===== config.mk =====
export PLATFORM = sky130hd
export DESIGN_NAME = pwm_sequencer
export DESIGN_NICKNAME = d
export VERILOG_FILES = /design/src/rtl/pwm_sequencer.sv
export SDC_FILE = /design/constraint.sdc
export NUM_CORES = 1
export LEC_CHECK = 0
export ABC_AREA = 0
export CORE_MARGIN = 2
export CORE_UTILIZATION = 53
export DETAILED_ROUTE_END_ITERATION = 10
export MAX_ROUTING_LAYER = met4
export PLACE_DENSITY = 0.76
export RECOVER_POWER = 50
export REMOVE_ABC_BUFFERS = 1
export SLEW_MARGIN = 20
export SYNTH_ARGS = -nofsm -noshare
export SYNTH_HDL_FRONTEND = slang
export SYNTH_SLANG_ARGS = --single-unit

===== constraint.sdc =====
create_clock -name clk -period 3.3 [get_ports clk]
set_clock_uncertainty 0.1 [all_clocks]
set_input_delay 0.66 -clock clk [delete_from_list [all_inputs] [get_ports clk]]
set_output_delay 0.66 -clock clk [all_outputs]
set_load 0.02 [all_outputs]

===== src/rtl/pwm_sequencer.sv =====
// ============================================================================
// pwm_sequencer : plays a duty table into a PWM compare register at wraps
// Rev 1.0
// ============================================================================
`default_nettype none

module pwm_sequencer #(
  parameter int unsigned DEPTH           = 16,
  parameter int unsigned WIDTH           = 16,
  parameter logic [15:0] COMPARE_ADDRESS = 16'h0008
) (
  input  logic                     clk,
  input  logic                     rst,
  input  logic                     table_we,
  input  logic [$clog2(DEPTH)-1:0] table_addr,
  input  logic [WIDTH-1:0]         table_data,
  input  logic                     start,
  input  logic                     stop,
  input  logic                     loop,
  input  logic [$clog2(DEPTH):0]   length,
  input  logic [7:0]               repeat_count,
  input  logic                     period_wrap,
  output logic                     peripheralBus_we,
  output logic [15:0]              peripheralBus_address,
  output logic [3:0]               peripheralBus_byteSelect,
  output logic [31:0]              peripheralBus_dataWrite,
  input  logic                     peripheralBus_busy,
  output logic                     running,
  output logic [$clog2(DEPTH)-1:0] step_index,
  output logic                     seq_done
);

  localparam int unsigned AW = $clog2(DEPTH);
  localparam int unsigned LW = AW + 1;

  typedef enum logic [1:0] {
    IDLE  = 2'd0,
    WRITE = 2'd1,
    WAIT  = 2'd2
  } state_t;

  logic [WIDTH-1:0] table_q [DEPTH];

  state_t        state_q, state_d;
  logic [AW-1:0] index_q, index_d;
  logic [7:0]    cnt_q, cnt_d;
  logic [LW-1:0] len_q, len_d;
  logic [7:0]    rep_q, rep_d;
  logic          stop_pend_q, stop_pend_d;
  logic          wrap_pend_q, wrap_pend_d;
  logic          we_q, we_d;
  logic [15:0]   addr_q, addr_d;
  logic [3:0]    bs_q, bs_d;
  logic [31:0]   data_q, data_d;
  logic          running_q, running_d;
  logic [AW-1:0] step_q, step_d;
  logic          done_q, done_d;

  logic [LW-1:0] len_eff;
  logic [7:0]    rep_eff;
  logic          issue;
  logic [AW-1:0] fetch_idx;

  assign len_eff = (length > LW'(DEPTH)) ? LW'(DEPTH) : length;
  assign rep_eff = (repeat_count == 8'd0) ? 8'd1 : repeat_count;

  // Table has no reset so its contents survive a sequencer reset.
  always_ff @(posedge clk) begin
    if (table_we) begin
      table_q[table_addr] <= table_data;
    end
  end

  always_comb begin
    state_d     = state_q;
    index_d     = index_q;
    cnt_d       = cnt_q;
    len_d       = len_q;
    rep_d       = rep_q;
    stop_pend_d = stop_pend_q;
    wrap_pend_d = wrap_pend_q;
    we_d        = we_q;
    addr_d      = addr_q;
    bs_d        = bs_q;
    data_d      = data_q;
    running_d   = running_q;
    step_d      = step_q;
    done_d      = 1'b0;
    issue       = 1'b0;
    fetch_idx   = index_q;

    case (state_q)
      IDLE: begin
        if (start && !stop && (len_eff != '0)) begin
          state_d     = WRITE;
          index_d     = '0;
          cnt_d       = 8'd0;
          len_d       = len_eff;
          rep_d       = rep_eff;
          stop_pend_d = 1'b0;
          wrap_pend_d = 1'b0;
          issue       = 1'b1;
          fetch_idx   = '0;
        end
      end

      WRITE: begin
        if (stop)        stop_pend_d = 1'b1;
        if (period_wrap) wrap_pend_d = 1'b1;
        if (!peripheralBus_busy) begin
          step_d = index_q;
          we_d   = 1'b0;
          addr_d = 16'd0;
          bs_d   = 4'd0;
          data_d = 32'd0;
          if (stop_pend_q || stop) begin
            state_d     = IDLE;
            running_d   = 1'b0;
            stop_pend_d = 1'b0;
            wrap_pend_d = 1'b0;
          end else begin
            state_d = WAIT;
          end
        end
      end

      WAIT: begin
        if (stop) begin
          state_d     = IDLE;
          running_d   = 1'b0;
          wrap_pend_d = 1'b0;
        end else if (wrap_pend_q || period_wrap) begin
          // A wrap latched during the write counts as this cycle's wrap.
          wrap_pend_d = 1'b0;
          if ((cnt_q + 8'd1) == rep_q) begin
            cnt_d = 8'd0;
            if ((LW'(index_q) + LW'(1)) < len_q) begin
              index_d   = index_q + AW'(1);
              state_d   = WRITE;
              issue     = 1'b1;
              fetch_idx = index_q + AW'(1);
            end else if (loop) begin
              index_d   = '0;
              state_d   = WRITE;
              issue     = 1'b1;
              fetch_idx = '0;
            end else begin
              state_d   = IDLE;
              running_d = 1'b0;
              done_d    = 1'b1;
            end
          end else begin
            cnt_d = cnt_q + 8'd1;
          end
        end
      end

      default: begin
        state_d   = IDLE;
        running_d = 1'b0;
      end
    endcase

    // Duty is captured at issue so the bus stays stable across a stall.
    if (issue) begin
      we_d      = 1'b1;
      addr_d    = COMPARE_ADDRESS;
      bs_d      = 4'hF;
      data_d    = 32'(table_q[fetch_idx]);
      running_d = 1'b1;
    end
  end

  always_ff @(posedge clk) begin
    if (!rst) begin
      state_q     <= IDLE;
      index_q     <= '0;
      cnt_q       <= 8'd0;
      len_q       <= '0;
      rep_q       <= 8'd0;
      stop_pend_q <= 1'b0;
      wrap_pend_q <= 1'b0;
      we_q        <= 1'b0;
      addr_q      <= 16'd0;
      bs_q        <= 4'd0;
      data_q      <= 32'd0;
      running_q   <= 1'b0;
      step_q      <= '0;
      done_q      <= 1'b0;
    end else begin
      state_q     <= state_d;
      index_q     <= index_d;
      cnt_q       <= cnt_d;
      len_q       <= len_d;
      rep_q       <= rep_d;
      stop_pend_q <= stop_pend_d;
      wrap_pend_q <= wrap_pend_d;
      we_q        <= we_d;
      addr_q      <= addr_d;
      bs_q        <= bs_d;
      data_q      <= data_d;
      running_q   <= running_d;
      step_q      <= step_d;
      done_q      <= done_d;
    end
  end

  assign peripheralBus_we         = we_q;
  assign peripheralBus_address    = addr_q;
  assign peripheralBus_byteSelect = bs_q;
  assign peripheralBus_dataWrite  = data_q;
  assign running                  = running_q;
  assign step_index               = step_q;
  assign seq_done                 = done_q;

endmodule

`default_nettype wire


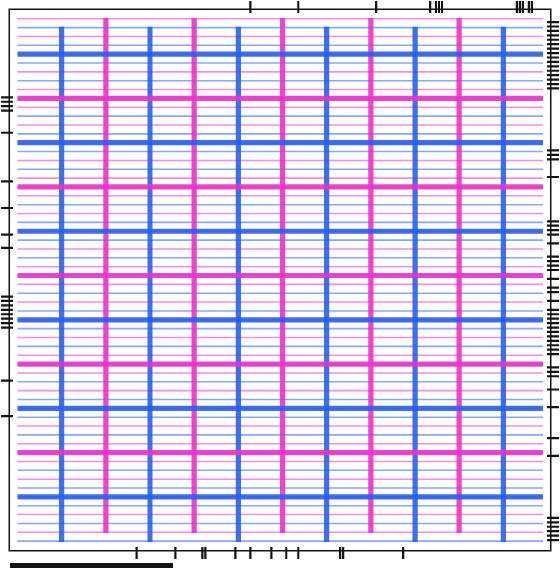
Run 1: floorplan with the power grid
Bar = 50 um. Pins as bars on the die edge.
- magenta: VDD
- blue: VSS
- signal pins: 100
- met4 straps: 11
- met1 rails: 60

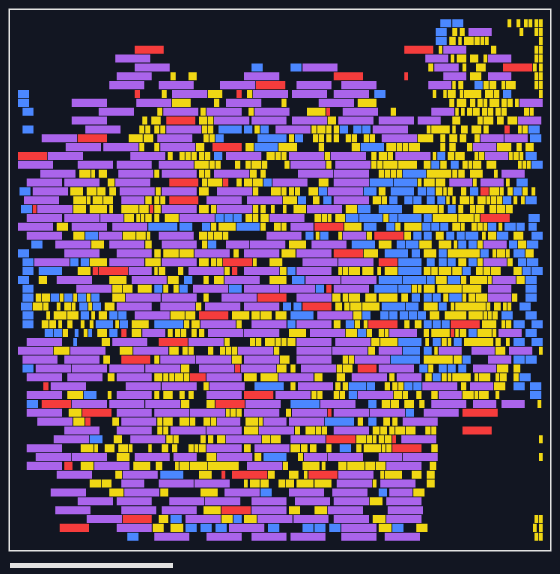
Run 1: cells colored by class
Bar = 50 um.
- red: clock drivers and dummy loads (cells 61)
- blue: other buffers and delay cells (cells 241)
- purple: flip-flops (cells 308)
- yellow: all other logic (cells 730)

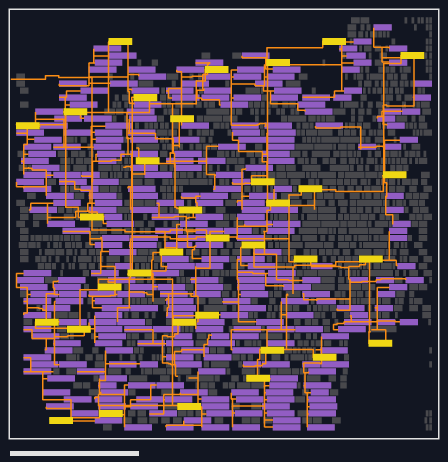
Run 1: clock distribution
Bar = 50 um.
- orange: clock wires (length 3540 um)
- purple: flip-flops (count 308)
- yellow: cells driving clock nets (count 34)
- flops lie: widely spread
- routed clock nets: 35

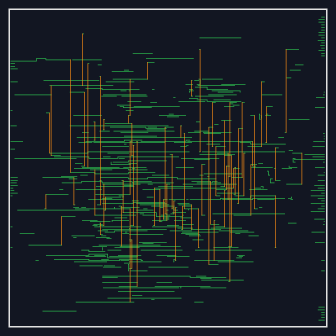
Run 1: wiring by layer
Only two layers are drawn.
- orange: met4 (wire length 1830 um)
- green: met3 (wire length 4190 um)

==> changes_impl.md, run 1 <==
### Changed

- CTS tree: done
- IO Pins: 100
- Vias in the first global route: 10070
- FP Core Util: 53.60%
- Ys flop type: edfxtp_1
- Top power group: sequential cells
- Status: finished, violations left
- Post-synth EDFFs: 256
- DR DRC count: 0
- Largest Register: table_q
- Met2 Use GR: 43.26%
- Wire length on met1: 15450 um
- Lkg Pwr: 6.306 nW
- Final setup viols: 16
- CTS sink count: 308
- Post-synth top cells: 256 x edfxtp_1, 119 x nand3_1, 68 x a21oi_1
- CTS resizes: 18
- R2r worst-path depth: 15
- P&R area growth vs syn: 28.28%
- Most utilized layer in the global route result: met2
- DP Area: 0.01576 mm^2
- Via count: 10920
- Most frequent logic cell in the layout: edfxtp_1
- Router iterations before antenna repair: 6
- Leading cell kind: sequential cells
- Crit path max fanout: 10
- Failing checks: negative setup slack
- N_taps: 335
- Ant. Diodes: 0
- Flops: 308
- Reg2Reg Setup Slack: -0.24 ns
- Comb gates: 716
- Yosys stat area: 0.01389 mm^2
- Hold EP: len_q[3]
- Critical-path cell list: ha_4 > xor2_2 > ha_1 > a21oi_2 > o21a_4 > buf_6 > o311ai_4 > buf_6 > o21ai_4 > nand2_4 > buf_4 > clkbuf_16 > mux2i_1 > a211o_1 > a311oi_1
- Peak VDD IR: 0.5333 mV
- Final setup TNS: -1.588 ns
- Share of power burned in registers: 49.5%
- DRT iter0 DRCs: 1646
- Worst setup margin: -0.2368 ns
- Non-Clock Buffer Count: 241
- Number of buffers and inverters on the critical path: 4
- Simple-gate share of the synthesized area: 12.05%
- Chip area: 0.02752 mm^2
- Filler cells: 1693
- Clk ins delay skew pair: 0.52 ns
- Worst EP required: 3.61 ns
- Met1 Use GR: 36.57%
- Worst setup path endpoint: peripheralBus_dataWrite[9]
- Top delay family on crit path: AND-OR/OR-AND gates
- Share of layout cells above drive strength 1: 25.07%
- Overflow after GRT: 0
- Cell type with the largest total area: edfxtp_1
- Die Ht: 165.9 um
==> run 1 -> run 2 <==
CORE_UTILIZATION = 25   (was 53)
PLACE_DENSITY = 0.42   (was 0.76)
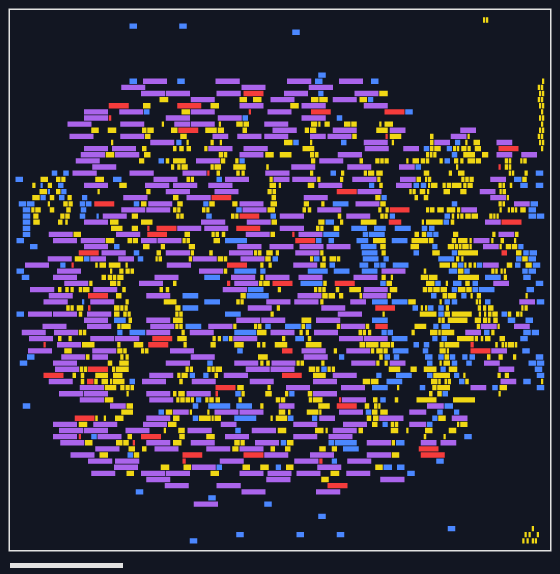
Run 2: cells colored by class
Bar = 50 um.
- blue: other buffers and delay cells (cells 275)
- purple: flip-flops (cells 308)
- red: clock drivers and dummy loads (cells 61)
- yellow: all other logic (cells 729)
Core ar.: 0.05499 mm^2
sequential share of cell area: 46.54%

==> changes_impl.md, run 2 <==
### Changed

- Number of buffers and inverters on the critical path: 5 (was 4)
- Comb gates: 715 (was 716)
- IO Pins: 100 (unchanged)
- Vias in the first global route: 10230 (was 10070)
- Simple-gate share of the synthesized area: 12.05% (unchanged)
- DR DRC count: 0 (unchanged)
- Share of layout cells above drive strength 1: 26.66% (was 25.07%)
- Via count: 10310 (was 10920)
- Hold EP: len_q[2] (was len_q[3])
- Post-synth top cells: 256 x edfxtp_1, 119 x nand3_1, 68 x a21oi_1 (unchanged)
- Top power group: sequential cells (unchanged)
- CTS tree: done (unchanged)
- Wire length on met1: 22070 um (was 15450 um)
- Yosys stat area: 0.01389 mm^2 (unchanged)
- Cell type with the largest total area: edfxtp_1 (unchanged)
- Status: finished, violations left (unchanged)
- R2r worst-path depth: 16 (was 15)
- Filler cells: 5423 (was 1693)
- Overflow after GRT: 0 (unchanged)
- Largest Register: table_q (unchanged)
- Fin. max-slew vios: 51 (was 0)
- DP Area: 0.01667 mm^2 (was 0.01576 mm^2)
- Non-Clock Buffer Count: 275 (was 241)
- P&R area growth vs syn: 35.09% (was 28.28%)
- Met1 Use GR: 22.76% (was 36.57%)
- Die Ht: 239.7 um (was 165.9 um)
- CTS sink count: 308 (unchanged)
- FP Core Util: 25.26% (was 53.60%)
- Lkg Pwr: 6.477 nW (was 6.306 nW)
- N_taps: 748 (was 335)
- Top delay family on crit path: AND-OR/OR-AND gates (unchanged)
- Router iterations before antenna repair: 5 (was 6)
- Post-synth EDFFs: 256 (unchanged)
- Chip area: 0.05746 mm^2 (was 0.02752 mm^2)
- Max-Cap Viols: 3 (was 0)
- Met2 Use GR: 25.07% (was 43.26%)
- Final setup viols: 1 (was 16)
- Most utilized layer in the global route result: met2 (unchanged)
- Failing checks: max-capacitance violations, max-slew violations, negative setup slack (was negative setup slack)
- Ant. Diodes: 0 (unchanged)
- Share of power burned in registers: 48.7% (was 49.5%)
- Reg2Reg Setup Slack: -0.001 ns (was -0.24 ns)
- Crit path max fanout: 15 (was 10)
- Worst setup margin: -0.001106 ns (was -0.2368 ns)
- Clk ins delay skew pair: 0.53 ns (was 0.52 ns)
- Ys flop type: edfxtp_1 (unchanged)
- Leading cell kind: sequential cells (unchanged)
- Peak VDD IR: 0.4014 mV (was 0.5333 mV)
- Worst setup path endpoint: peripheralBus_dataWrite[1] (was peripheralBus_dataWrite[9])
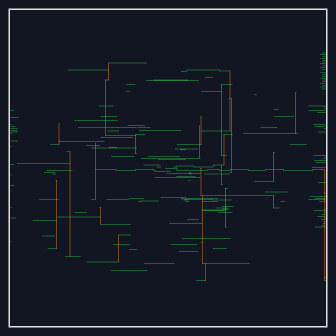
Run 2: wiring by layer
Only two layers are drawn.
- green: met3 (wire length 2180 um)
- orange: met4 (wire length 791 um)

Power and IR drop assume default switching activity.
